## config.mk

```make
export PLATFORM = sky130hd
export DESIGN_NAME = bsg_sipo_packet_arbiter
export DESIGN_NICKNAME = d
export VERILOG_FILES = /design/src/rtl/bsg_sipo_packet_arbiter.sv
export SDC_FILE = /design/constraint.sdc
export NUM_CORES = 1
export LEC_CHECK = 0
export ABC_AREA = 1
export CORE_MARGIN = 5
export CORE_UTILIZATION = 38
export CTS_BUF_LIST = sky130_fd_sc_hd__clkbuf_2 sky130_fd_sc_hd__clkbuf_4 sky130_fd_sc_hd__clkbuf_8
export DETAILED_ROUTE_END_ITERATION = 8
export PLACE_DENSITY = 0.91
export SLEW_MARGIN = 10
export SYNTH_ARGS = -nofsm -noshare
export SYNTH_HDL_FRONTEND = slang
export SYNTH_SLANG_ARGS = --single-unit
```

## constraint.sdc

```tcl
create_clock -name clk_i -period 3.4 [get_ports clk_i]
set_clock_uncertainty 0.15 [all_clocks]
set_input_delay 0.34 -clock clk_i [delete_from_list [all_inputs] [get_ports clk_i]]
set_output_delay 0.34 -clock clk_i [all_outputs]
set_load 0.005 [all_outputs]
```

## src/rtl/bsg_sipo_packet_arbiter.sv

```systemverilog
// Packet-granular round-robin arbiter that steers one of several serial
// channels into a shared SIPO assembler and reports the owning channel.
module bsg_sipo_packet_arbiter #(
  parameter int width_p    = 8,
  parameter int els_p      = 4,
  parameter int num_chan_p = 3,
  parameter int lg_chan_lp = (num_chan_p > 1) ? $clog2(num_chan_p) : 1,
  parameter int lg_els_lp  = (els_p > 1) ? $clog2(els_p) : 1
) (
  input  logic                          clk_i,
  input  logic                          reset_n_i,
  input  logic [num_chan_p-1:0]         v_i,
  input  logic [num_chan_p*width_p-1:0] data_i,
  output logic [num_chan_p-1:0]         ready_and_o,
  output logic                          sipo_v_o,
  output logic [width_p-1:0]            sipo_data_o,
  input  logic                          sipo_ready_and_i,
  output logic [lg_chan_lp-1:0]         chan_o,
  output logic                          chan_v_o
);

  typedef enum logic {IDLE, BUSY} state_e;

  state_e                r_state;
  logic [lg_chan_lp-1:0] r_grant;
  logic [lg_chan_lp-1:0] r_rr_ptr;
  logic [lg_els_lp-1:0]  r_beat;

  logic [width_p-1:0]    w_data [num_chan_p];
  logic [num_chan_p-1:0] w_sel;
  logic                  w_sel_v;
  logic [width_p-1:0]    w_sel_data;
  logic                  w_busy;
  logic                  w_hs;
  logic                  w_last;
  logic [lg_chan_lp-1:0] w_next_ptr;
  logic [lg_chan_lp-1:0] w_pick_hi;
  logic [lg_chan_lp-1:0] w_pick_lo;
  logic                  w_found_hi;
  logic [lg_chan_lp-1:0] w_pick;

  assign w_busy = (r_state == BUSY);

  genvar gi;
  generate
    for (gi = 0; gi < num_chan_p; gi++) begin : g_chan
      assign w_data[gi]      = data_i[gi*width_p +: width_p];
      assign w_sel[gi]       = (r_grant == lg_chan_lp'(gi));
      assign ready_and_o[gi] = w_busy & w_sel[gi] & sipo_ready_and_i;
    end
  endgenerate

  always_comb begin
    w_sel_v    = 1'b0;
    w_sel_data = '0;
    for (int k = 0; k < num_chan_p; k++) begin
      if (w_sel[k]) begin
        w_sel_v    = v_i[k];
        w_sel_data = w_data[k];
      end
    end
  end

  // Round-robin pick: lowest requester at or above the pointer, else lowest overall.
  always_comb begin
    w_pick_hi  = '0;
    w_pick_lo  = '0;
    w_found_hi = 1'b0;
    for (int k = num_chan_p - 1; k >= 0; k--) begin
      if (v_i[k]) begin
        w_pick_lo = lg_chan_lp'(k);
        if (lg_chan_lp'(k) >= r_rr_ptr) begin
          w_pick_hi  = lg_chan_lp'(k);
          w_found_hi = 1'b1;
        end
      end
    end
  end

  assign w_pick     = w_found_hi ? w_pick_hi : w_pick_lo;
  assign w_next_ptr = (r_grant == lg_chan_lp'(num_chan_p - 1)) ? '0 : r_grant + 1'b1;

  assign sipo_v_o    = w_busy & w_sel_v;
  assign sipo_data_o = w_sel_data;
  assign w_hs        = sipo_v_o & sipo_ready_and_i;
  assign w_last      = (r_beat == lg_els_lp'(els_p - 1));
  assign chan_o      = r_grant;
  assign chan_v_o    = w_busy;

  always_ff @(posedge clk_i or negedge reset_n_i) begin
    if (!reset_n_i) begin
      r_state  <= IDLE;
      r_grant  <= '0;
      r_rr_ptr <= '0;
      r_beat   <= '0;
    end else begin
      case (r_state)
        IDLE: begin
          if (|v_i) begin
            r_grant <= w_pick;
            r_state <= BUSY;
          end
        end
        BUSY: begin
          if (w_hs) begin
            if (w_last) begin
              r_beat   <= '0;
              r_rr_ptr <= w_next_ptr;
              r_state  <= IDLE;
            end else begin
              r_beat <= r_beat + 1'b1;
            end
          end
        end
        default: r_state <= IDLE;
      endcase
    end
  end

endmodule

```

### Signal wires on met1, run 1

Bar = 20 um.
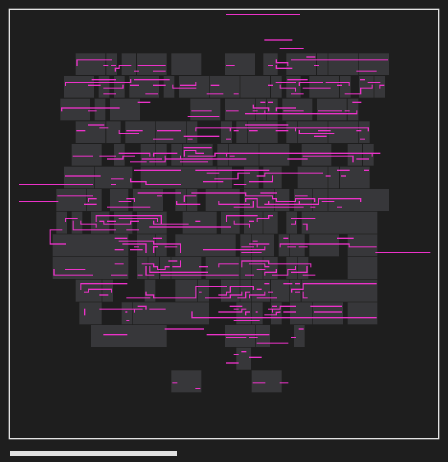
153 nets have wire on it. The longest straight run is 22.1 um.

### Congestion heat map, run 1

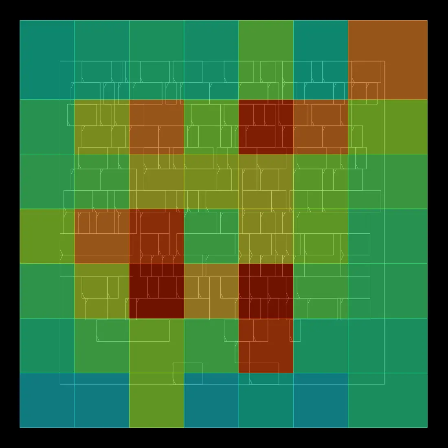
global routing usage on met2: 0.2966
WL/cell: 12.90 um
met1 usage: 0.1673
fin util: 0.6689
Tot GR Track Use: 0.1584

==> job_summary.md, run 1 <==
## Synthesis and layout report

| Metric | Value |
|---|---|
| Flop share of the area | `0.1568` |
| PortBufs | `44` |
| Tap Cells | `17` |
| CP bufs+invs | `2` |
| Cell accounting for the most synthesized area | `dfrtp_1` |
| Crit path largest cell delay | `600 ps` |
| Comb_multi_in | `78` |
| Sw frac | `0.4231` |
| Logic share of the area | `0.3807` |
| Final instance count without filler cells | `157` |
| Yosys simple share | `0.5942` |
| YS warnings | `0` |
| Dpl cells | `153` |
| Busiest grt layer | `met2` |
| Logic area | `425.4 um2` |
| Layout net count | `172` |
| Total clock network power | `0.0768 mW` |
| Sequential share of power | `0.236` |
| Cell Area, Placed | `0.001090 mm2` |
| Post-route ant nets | `0` |
| Xor-xnor portion of the synthesized cell area | `0` |
| Layout non-clock buf frac | `0.3942` |
| Core area | `0.001670 mm2` |
| Ports | `45` |
| Share of the synthesized area in the top cell type | `0.2692` |
| Die X | `51.38 um` |
| Initial antenna violation count | `0` |
| Syn Inst Count | `94` |
| Share of layout cells above drive strength 1 | `0.1571` |
| Post-Syn Nets | `125` |
| Diodes inserted | `0` |
| Status | `completed` |
| Post-synth EDFFs | `0` |
| Resize count post-CTS | `0` |
| Pwr Total | `0.7184 mW` |
| Wl on met1 | `755 um` |
| Seq. cell area | `175.2 um2` |
| Power Density | `642.9 mW/mm2` |
| Seq pwr | `0.169 mW` |
| Vias in the first global route | `753` |
| Setup TNS | `0 ps` |
### A small window of the routed layout, run 1

Bar = 5 um. Window x 29 to 49, y 29 to 49 um. Cells in grey, sequential cells in the stronger grey; small squares are vias.
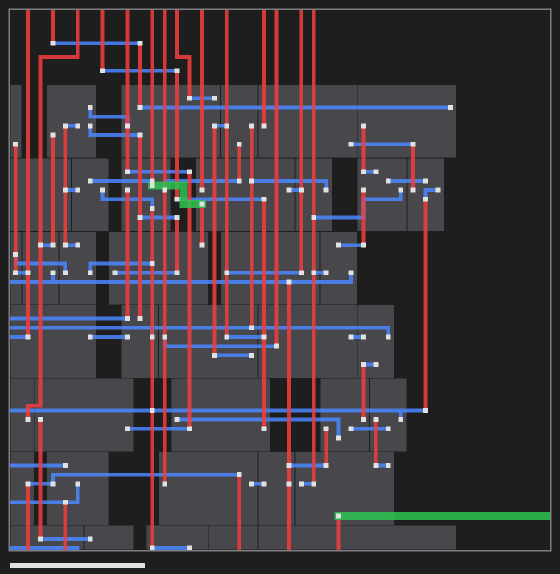
Key: green = metal 3; red = metal 2; blue = metal 1
Most frequent: clkdlybuf4s50_1 (14), nand2_1 (11), nand3_1 (4). 30 logic cells have their middle in the window. Sequential cells in the window: 0.

### Metal layers overlaid, run 1

Bar = 20 um. Two of the layers only.
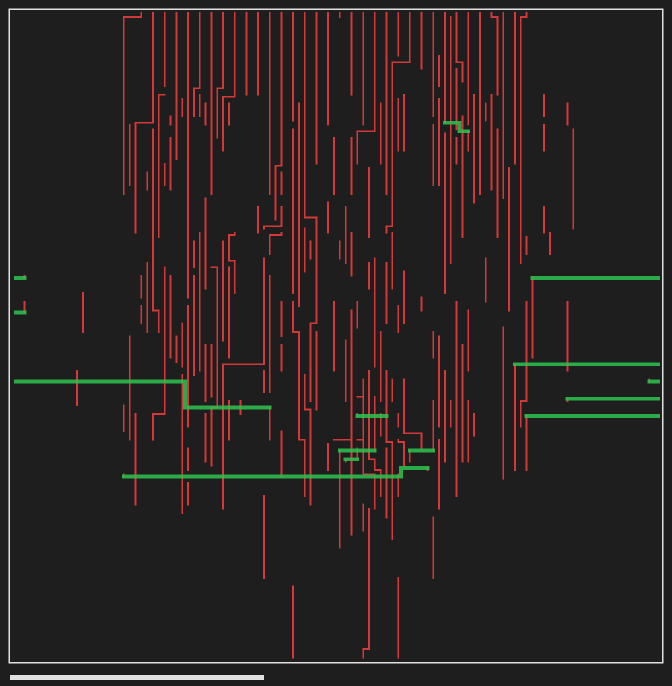

--- run 2 (diff from run 1) ---
Settings changed: CORE_UTILIZATION 38 to 36, PLACE_DENSITY 0.91 to 0.87.
Clock period 3.4 ns to 2.6 ns, I/O delays scaled along.
### Metal layers overlaid, run 2

Bar = 20 um. Two of the layers only.
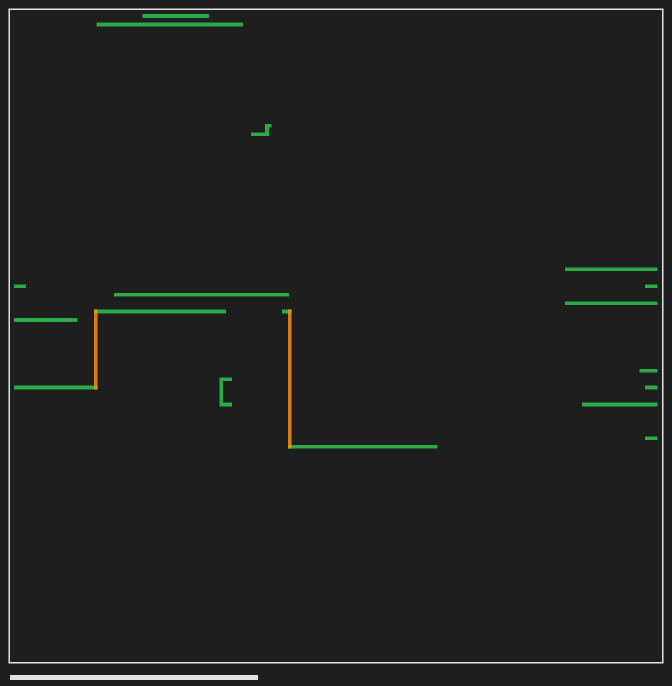
Key: orange = metal 4 [wire length 17.0 um]; green = metal 3 [wire length 93.3 um]

==> job_summary.md, run 2 <==
## Synthesis and layout report

| Metric | Value |
|---|---|
| Met3 usage | `0.05128` |
| Top cell excl fill/tap | `clkdlybuf4s50_1` |
| Core area | `0.001727 mm2 (+3.4%)` |
| Comb_multi_in | `78 (unchanged)` |
| Via count | `803` |
| Dpl cells | `161 (+5.2%)` |
| Crit path largest cell delay | `580 ps (-20 ps)` |
| Die X | `52.51 um (+2.2%)` |
| Vias in the first global route | `810 (+7.6%)` |
| Post-Syn Nets | `125 (unchanged)` |
| Diodes inserted | `0 (unchanged)` |
| Busiest grt layer | `met2` |
| Seq pwr | `0.221 mW (+31%)` |
| WL/cell | `13.70 um (+6.2%)` |
| Layout net count | `172 (unchanged)` |
| Total clock network power | `0.115 mW (+50%)` |
| Logic area | `425.4 um2 (unchanged)` |
| Post-route ant nets | `0 (unchanged)` |
| Worst skew pair latency | `260 ps` |
| Seq. cell area | `176.4 um2 (+0.71%)` |
| Wl on met1 | `832 um (+10%)` |
| Post-synth EDFFs | `0 (unchanged)` |
| Vias per cell | `4.867` |
| Cell accounting for the most synthesized area | `dfrtp_1` |
| Global routing usage on met2 | `0.3202 (+0.02364)` |
| Layout non-clock buf frac | `0.3894 (-0.004795)` |
| Top cells excl fill/tap | `clkdlybuf4s50_1, nand2_1, nand3_1` |
| Cell Area, Placed | `0.001100 mm2 (+0.92%)` |
| Initial antenna violation count | `0 (unchanged)` |
| Area Overhead vs Synth | `73.85%` |
| Ao+oa area frac | `0.04038` |
| Setup TNS | `0 ps (unchanged)` |
| Resize count post-CTS | `0 (unchanged)` |
| Sequential share of power | `0.230 (-0.006)` |
| Status | `completed` |
| Met1 usage | `0.1854 (+0.01818)` |
| Ports | `45 (unchanged)` |
| Flop share of the area | `0.1560 (-0.0008012)` |
| Pwr Total | `0.9649 mW (+34%)` |
| YS warnings | `0 (unchanged)` |
| Tmin final | `2447 ps` |
| Share of layout cells above drive strength 1 | `0.1643 (+0.007143)` |
| Synthesized registers | `7` |
| Hold Buf Count CTS | `0` |
| Top cells by area | `dfrtp_1, nand2_1, nand3_1` |
| CP bufs+invs | `2 (unchanged)` |
| Sw frac | `0.4229 (about the same)` |
| Final instance area | `0.001131 mm2` |
| Yosys simple share | `0.5942 (unchanged)` |
| FP Rows | `15` |
| Startpoint types | `flop` |
| Syn Inst Count | `94 (unchanged)` |
| Share of the synthesized area in the top cell type | `0.2692 (unchanged)` |
| Final instance count without filler cells | `165 (+5.1%)` |
| Power Density | `853.1 mW/mm2 (+33%)` |
| Tap Cells | `25 (+8)` |
| Fin util | `0.6551 (-0.01384)` |
| Logic share of the area | `0.3761 (-0.004632)` |
| Tot GR Track Use | `0.1729 (+0.01451)` |
| RR Endpoint | `r_rr_ptr[0]` |
No activity file was given, so power comes from the tool's default toggle rates.
